PDN straps and rails:
Bar = 50 um. Pins as bars on the die edge.
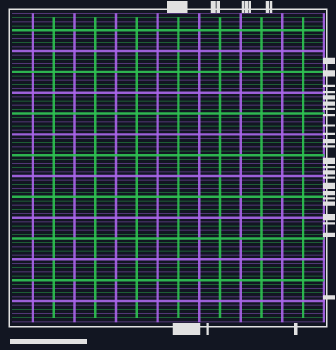
Wiring by layer:
Bar = 50 um.
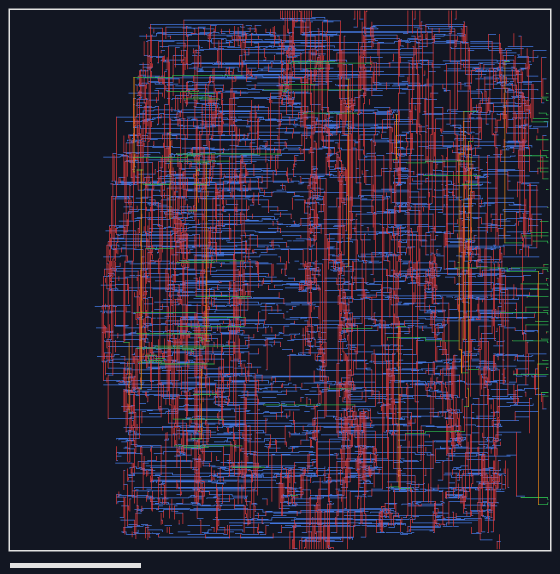
Clock nets:
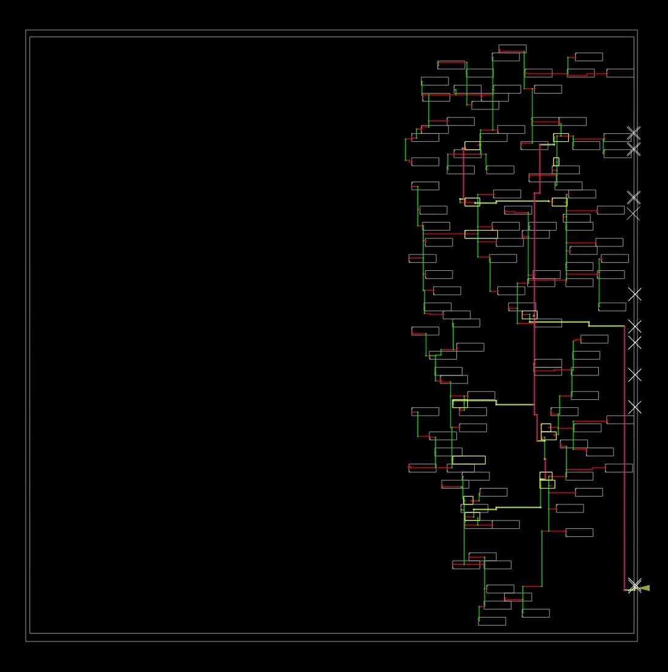
Placement by cell class:
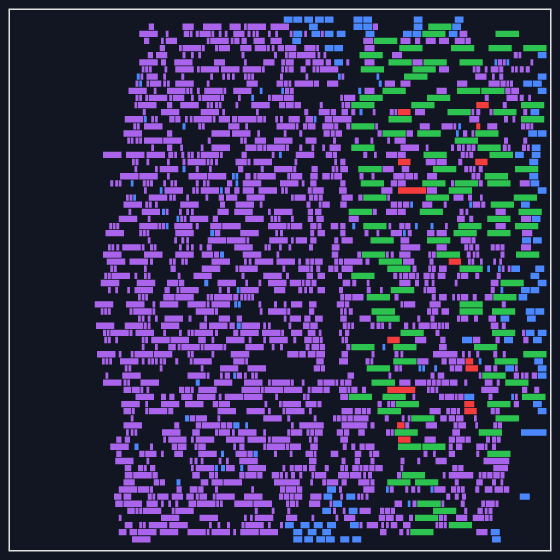
### src/rtl/gelu_pwl_interp.sv
// Streaming GELU evaluator: piecewise-linear interpolation between two adjacent
// breakpoints of a dual-port GELU LUT ROM, 3-stage valid/ready pipeline.
module gelu_pwl_interp #(
  parameter int IN_W       = 16,
  parameter int FRAC_IN    = 12,
  parameter int ADDR_WIDTH = 4,
  parameter int DATA_WIDTH = 20,
  parameter int SEG_SHIFT  = 11
) (
  input  logic                  clk,
  input  logic                  rst_n,
  input  logic                  in_valid,
  output logic                  in_ready,
  input  logic [IN_W-1:0]       in_data,
  output logic                  out_valid,
  input  logic                  out_ready,
  output logic [DATA_WIDTH-1:0] out_data,
  output logic [ADDR_WIDTH-1:0] lut_addr_a,
  output logic [ADDR_WIDTH-1:0] lut_addr_b,
  input  logic [DATA_WIDTH-1:0] lut_q_a,
  input  logic [DATA_WIDTH-1:0] lut_q_b
);

  localparam int TW = IN_W + 1;
  localparam int PW = DATA_WIDTH + 1 + SEG_SHIFT + 1;
  // Table starts at -(half the table span); x + OFFSET maps the table onto 0..SPAN.
  localparam int OFFSET_I = 2 ** (ADDR_WIDTH - 1 + SEG_SHIFT);
  localparam int SPAN_I   = (2 ** ADDR_WIDTH - 1) * (2 ** SEG_SHIFT);
  localparam logic signed [PW:0] Y_MAX = (PW + 1)'(2 ** (DATA_WIDTH - 1) - 1);
  localparam logic signed [PW:0] Y_MIN = (PW + 1)'(-(2 ** (DATA_WIDTH - 1)));

  typedef enum logic [1:0] {
    CLS_MID  = 2'd0,
    CLS_LOW  = 2'd1,
    CLS_HIGH = 2'd2
  } cls_e;

  logic                  s1Valid_q, s2Valid_q, s3Valid_q;
  logic                  s1Ready, s2Ready, s3Ready, accept;

  cls_e                  s1Cls_q, s2Cls_q, cls_d;
  logic [SEG_SHIFT-1:0]  s1Frac_q;
  logic [IN_W-1:0]       s1X_q, s2X_q;
  logic [ADDR_WIDTH-1:0] s1AddrA_q, s1AddrB_q, addrA_d, addrB_d;

  logic [DATA_WIDTH-1:0] s2Base_q;
  logic signed [PW-1:0]  s2Prod_q, prod_d;
  logic [DATA_WIDTH-1:0] y_q, y_d;

  logic signed [TW-1:0]         tIn;
  logic                         isLow, isHigh;
  logic [ADDR_WIDTH-1:0]        idxIn;
  logic signed [DATA_WIDTH:0]   diff;
  logic signed [PW-1:0]         shifted;
  logic signed [PW:0]           sum;

  assign s3Ready  = !s3Valid_q | out_ready;
  assign s2Ready  = !s2Valid_q | s3Ready;
  assign s1Ready  = !s1Valid_q | s2Ready;
  assign in_ready = s1Ready;
  assign accept   = in_valid & s1Ready;

  assign tIn    = $signed({in_data[IN_W-1], in_data}) + $signed(TW'(OFFSET_I));
  assign isLow  = tIn[TW-1];
  assign isHigh = !isLow && (tIn >= $signed(TW'(SPAN_I)));
  assign idxIn  = tIn[SEG_SHIFT+ADDR_WIDTH-1:SEG_SHIFT];

  always_comb begin
    cls_d   = CLS_MID;
    addrA_d = idxIn;
    addrB_d = idxIn + ADDR_WIDTH'(1);
    if (isLow) begin
      cls_d   = CLS_LOW;
      addrA_d = '0;
      addrB_d = '0;
    end else if (isHigh) begin
      cls_d   = CLS_HIGH;
      addrA_d = '1;
      addrB_d = '1;
    end
  end

  // When nothing is accepted, re-present stage 1's addresses so the ROM data
  // keeps matching stage 1 across stalls.
  assign lut_addr_a = accept ? addrA_d : s1AddrA_q;
  assign lut_addr_b = accept ? addrB_d : s1AddrB_q;

  assign diff   = $signed({lut_q_b[DATA_WIDTH-1], lut_q_b}) - $signed({lut_q_a[DATA_WIDTH-1], lut_q_a});
  assign prod_d = $signed({{(PW-DATA_WIDTH-1){diff[DATA_WIDTH]}}, diff})
                * $signed({{(PW-SEG_SHIFT){1'b0}}, s1Frac_q});

  assign shifted = s2Prod_q >>> SEG_SHIFT;
  assign sum     = $signed({{(PW+1-DATA_WIDTH){s2Base_q[DATA_WIDTH-1]}}, s2Base_q})
                 + $signed({shifted[PW-1], shifted});

  always_comb begin
    y_d = '0;
    case (s2Cls_q)
      CLS_HIGH: y_d = {{(DATA_WIDTH-IN_W){s2X_q[IN_W-1]}}, s2X_q};
      CLS_LOW:  y_d = '0;
      default: begin
        if (sum > Y_MAX)      y_d = {1'b0, {(DATA_WIDTH-1){1'b1}}};
        else if (sum < Y_MIN) y_d = {1'b1, {(DATA_WIDTH-1){1'b0}}};
        else                  y_d = sum[DATA_WIDTH-1:0];
      end
    endcase
  end

  // Each stage advances when it is empty or the next stage is moving.
  always_ff @(posedge clk or negedge rst_n) begin
    if (!rst_n) begin
      s1Valid_q <= 1'b0;
      s2Valid_q <= 1'b0;
      s3Valid_q <= 1'b0;
      s1Cls_q   <= CLS_MID;
      s2Cls_q   <= CLS_MID;
      s1Frac_q  <= '0;
      s1X_q     <= '0;
      s2X_q     <= '0;
      s1AddrA_q <= '0;
      s1AddrB_q <= '0;
      s2Base_q  <= '0;
      s2Prod_q  <= '0;
      y_q       <= '0;
    end else begin
      if (s1Ready) begin
        s1Valid_q <= in_valid;
        if (in_valid) begin
          s1Cls_q   <= cls_d;
          s1Frac_q  <= tIn[SEG_SHIFT-1:0];
          s1X_q     <= in_data;
          s1AddrA_q <= addrA_d;
          s1AddrB_q <= addrB_d;
        end
      end
      if (s2Ready) begin
        s2Valid_q <= s1Valid_q;
        if (s1Valid_q) begin
          s2Base_q <= lut_q_a;
          s2Prod_q <= prod_d;
          s2Cls_q  <= s1Cls_q;
          s2X_q    <= s1X_q;
        end
      end
      if (s3Ready) begin
        s3Valid_q <= s2Valid_q;
        if (s2Valid_q) y_q <= y_d;
      end
    end
  end

  assign out_valid = s3Valid_q;
  assign out_data  = y_q;

endmodule

### config.mk
export PLATFORM = sky130hd
export DESIGN_NAME = gelu_pwl_interp
export DESIGN_NICKNAME = d
export VERILOG_FILES = /design/src/rtl/gelu_pwl_interp.sv
export SDC_FILE = /design/constraint.sdc
export NUM_CORES = 1
export LEC_CHECK = 0
export CORE_UTILIZATION = 35
export CTS_BUF_LIST = sky130_fd_sc_hd__clkbuf_8
export DETAILED_ROUTE_END_ITERATION = 7
export GPL_TIMING_DRIVEN = 0
export PLACE_DENSITY = 0.5
export SLEW_MARGIN = 20
export SYNTH_ARGS = -nofsm -noshare
export SYNTH_HDL_FRONTEND = slang
export SYNTH_SLANG_ARGS = --single-unit
### constraint.sdc
create_clock -name clk -period 10.3 [get_ports clk]
set_clock_uncertainty 0.1 [all_clocks]
set_input_delay 2.06 -clock clk [delete_from_list [all_inputs] [get_ports clk]]
set_output_delay 2.06 -clock clk [all_outputs]
set_load 0.005 [all_outputs]
==> summary.txt <==
dominant synthesized flop cell: dfrtp_1
fin crit period: 9967 ps
Pins Over Slew Limit: 0
# IOs: 90
OpenROAD warning count: 29
Inserted Diodes: 0
synthesized area per cell: 8.952 um^2
total global-route track usage: 19.34%
Netlist Area Pre-Place: 14,610 um^2
setup tns final: 0 ps
initial DRC count: 456
Via-to-Cell Ratio: 4.908
Port Buf Inserts: 89
Die Ht: 206.3 um
yosys stat area: 14,610 um^2
die width: 206.3 um
first-pass GRT wire length: 63,300 um
Final Util: 40.22%
status: finished with violations
CP most frequent cell: fa_1
clk sink count: 109
Vias: 11,130
Post-CTS Hold Fix Bufs: 0
violated checks: design-rule violations
DRC Markers: 21
non-filler cells, final: 2,268
initial antenna violation count: 1
placed cell count: 2,254
nature of the critical path endpoint: flip-flop
Post-CTS Setup Bufs: 0
worst hold-check path type: reg -> reg
Seq/Total Area, Yosys: 18.67%
Rows: 74
RSZ-0062 raised after global routing: false
FP Util: 35.62%
cell taking the most area after synthesis: fa_1
crit path kind: in -> reg
Root Buffer Master: clkbuf_8
Least-Margin Pin Slew: 837.4 ps
asr flop ratio synth: 100.0%
# setup viols final: 0
Max-area cell share: 28.09%
number of global-route vias before repair: 11,650
Core Box Area: 41,020 um^2
EDFF count, synth: 0
total grt overflow: 0
Post-Layout Inst Area: 16,500 um^2
Top Layout Cells: inv_1, nand2_1, fa_1
## Picture notes: 'PDN straps and rails'
VDD: marked green. VSS: marked purple.
15 straps on met4. 90 signal pins sit on the boundary. 75 met1 rails follow the rows. 14 straps on met5. The core has 74 rows.

## Picture notes: 'wiring by layer'
M3: marked green, wire length 1,140 um. M2: marked red, wire length 18,900 um. M1: marked blue, wire length 18,700 um. M4: marked orange, wire length 884 um.

## Picture notes: 'clock nets'
Flops: 109
CTS Buf Count: 9
clkbuf count: 9

## Picture notes: 'placement by cell class'
registers: marked green, cells 109. remaining buffers and delay cells: marked blue, cells 158. clock drivers and dummy loads: marked red, cells 15. remaining logic cells: marked purple, cells 1,454.

[registers in the layout, summed over array words and instances (netlist names), 2 cells and up]
| register | cells |
|---|---|
| out_data | 20 |
| s1AddrA_q | 4 |
| s1AddrB_q | 4 |
| s1Cls_q | 2 |
| s1Frac_q | 10 |
| s1X_q | 6 |
| s2Base_q | 20 |
| s2Cls_q | 2 |
| s2Prod_q | 22 |
| s2X_q | 16 |
[cell type report]
class / instances / share of cell area (%)
Sequential cell: 109 / 16.53
Inverter: 298 / 6.780
Tap cell: 532 / 4.035
Timing Repair Buffer: 90 / 5.574
Multi-Input combinational cell: 1156 / 64.02
Buffer: 68 / 1.737
Clock inverter: 6 / 0.5688
Clock buffer: 9 / 0.7508
[metal layers]
metal  wire (um)  up-vias  global-route usage (%)
met5           0        -                       0
met4         884        0                   5.646
met3        1140       37                   1.246
met2       18860      183                   33.28
met1       18720     5508                   26.02
li1            -     5404                       -
[Yosys cell counts, drive strengths merged, types with 8 or more instances]
cell    instances
a211oi         10
a21o           22
a21oi          97
and2           55
and3           11
clkbuf         63
dfrtp         109
fa            205
ha            115
inv           298
mux2           35
nand2         251
nand2b         14
nand3          23
nor2           40
nor2b          21
nor3           18
o211ai          8
o21a           10
o21ai          79
o311ai         10
xnor2          30
xor2           27
[worst paths after layout]
check,startpoint,endpoint,slack (ps),cells past startpoint
setup / recovery,lut_q_a[6],s2Prod_q[32]$_DFFE_PN0P_,330,30
hold / removal,s2Prod_q[13]$_DFFE_PN0P_,s2Prod_q[13]$_DFFE_PN0P_,390,2
setup reg to reg,s1Frac_q[5]$_DFFE_PN0P_,s2Prod_q[21]$_DFFE_PN0P_,3560,20
hold reg to reg,s2Prod_q[13]$_DFFE_PN0P_,s2Prod_q[13]$_DFFE_PN0P_,390,2
max in group asynchronous,rst_n,s2X_q[14]$_DFFE_PN0P_,7960,2
min in group asynchronous,rst_n,out_data[17]$_DFFE_PN0P_,1470,1
[metrics by stage]
stage          worst slack (ps)
6_report                  332.6
5_1_grt                   29.64
4_1_cts                   95.00
3_5_place_dp             -737.4
3_3_place_gp             -699.4
2_1_floorplan              1182
[repair_timing]
action,in CTS,in global routing
gates resized,5,22
cloned,0,0
hold endpoints to repair,0,0
endpoints found under the setup margin,5,12
pin swaps,0,1
[logic make-up (layout without fill, tap and decap cells)]
logic type,Yosys count,after routing,share of synthesized area (%)
muxes,35,35,2.698
and+or+nand+nor,460,460,14.70
xor gates and xnor gates,57,57,3.417
DFF,109,109,18.67
buffers and inverters,367,471,9.574
AOI/OAI and AO/OA,284,284,13.00
adders and majority gates,320,320,37.94
[worst max-delay path, delay by kind of cell]
kind,cells,cell delay [ps]
buffers and inverters,6,1010
AOI/OAI and AO/OA,8,1910
adders and majority gates,7,3260
xor gates and xnor gates,1,190
and+or+nand+nor,8,1650
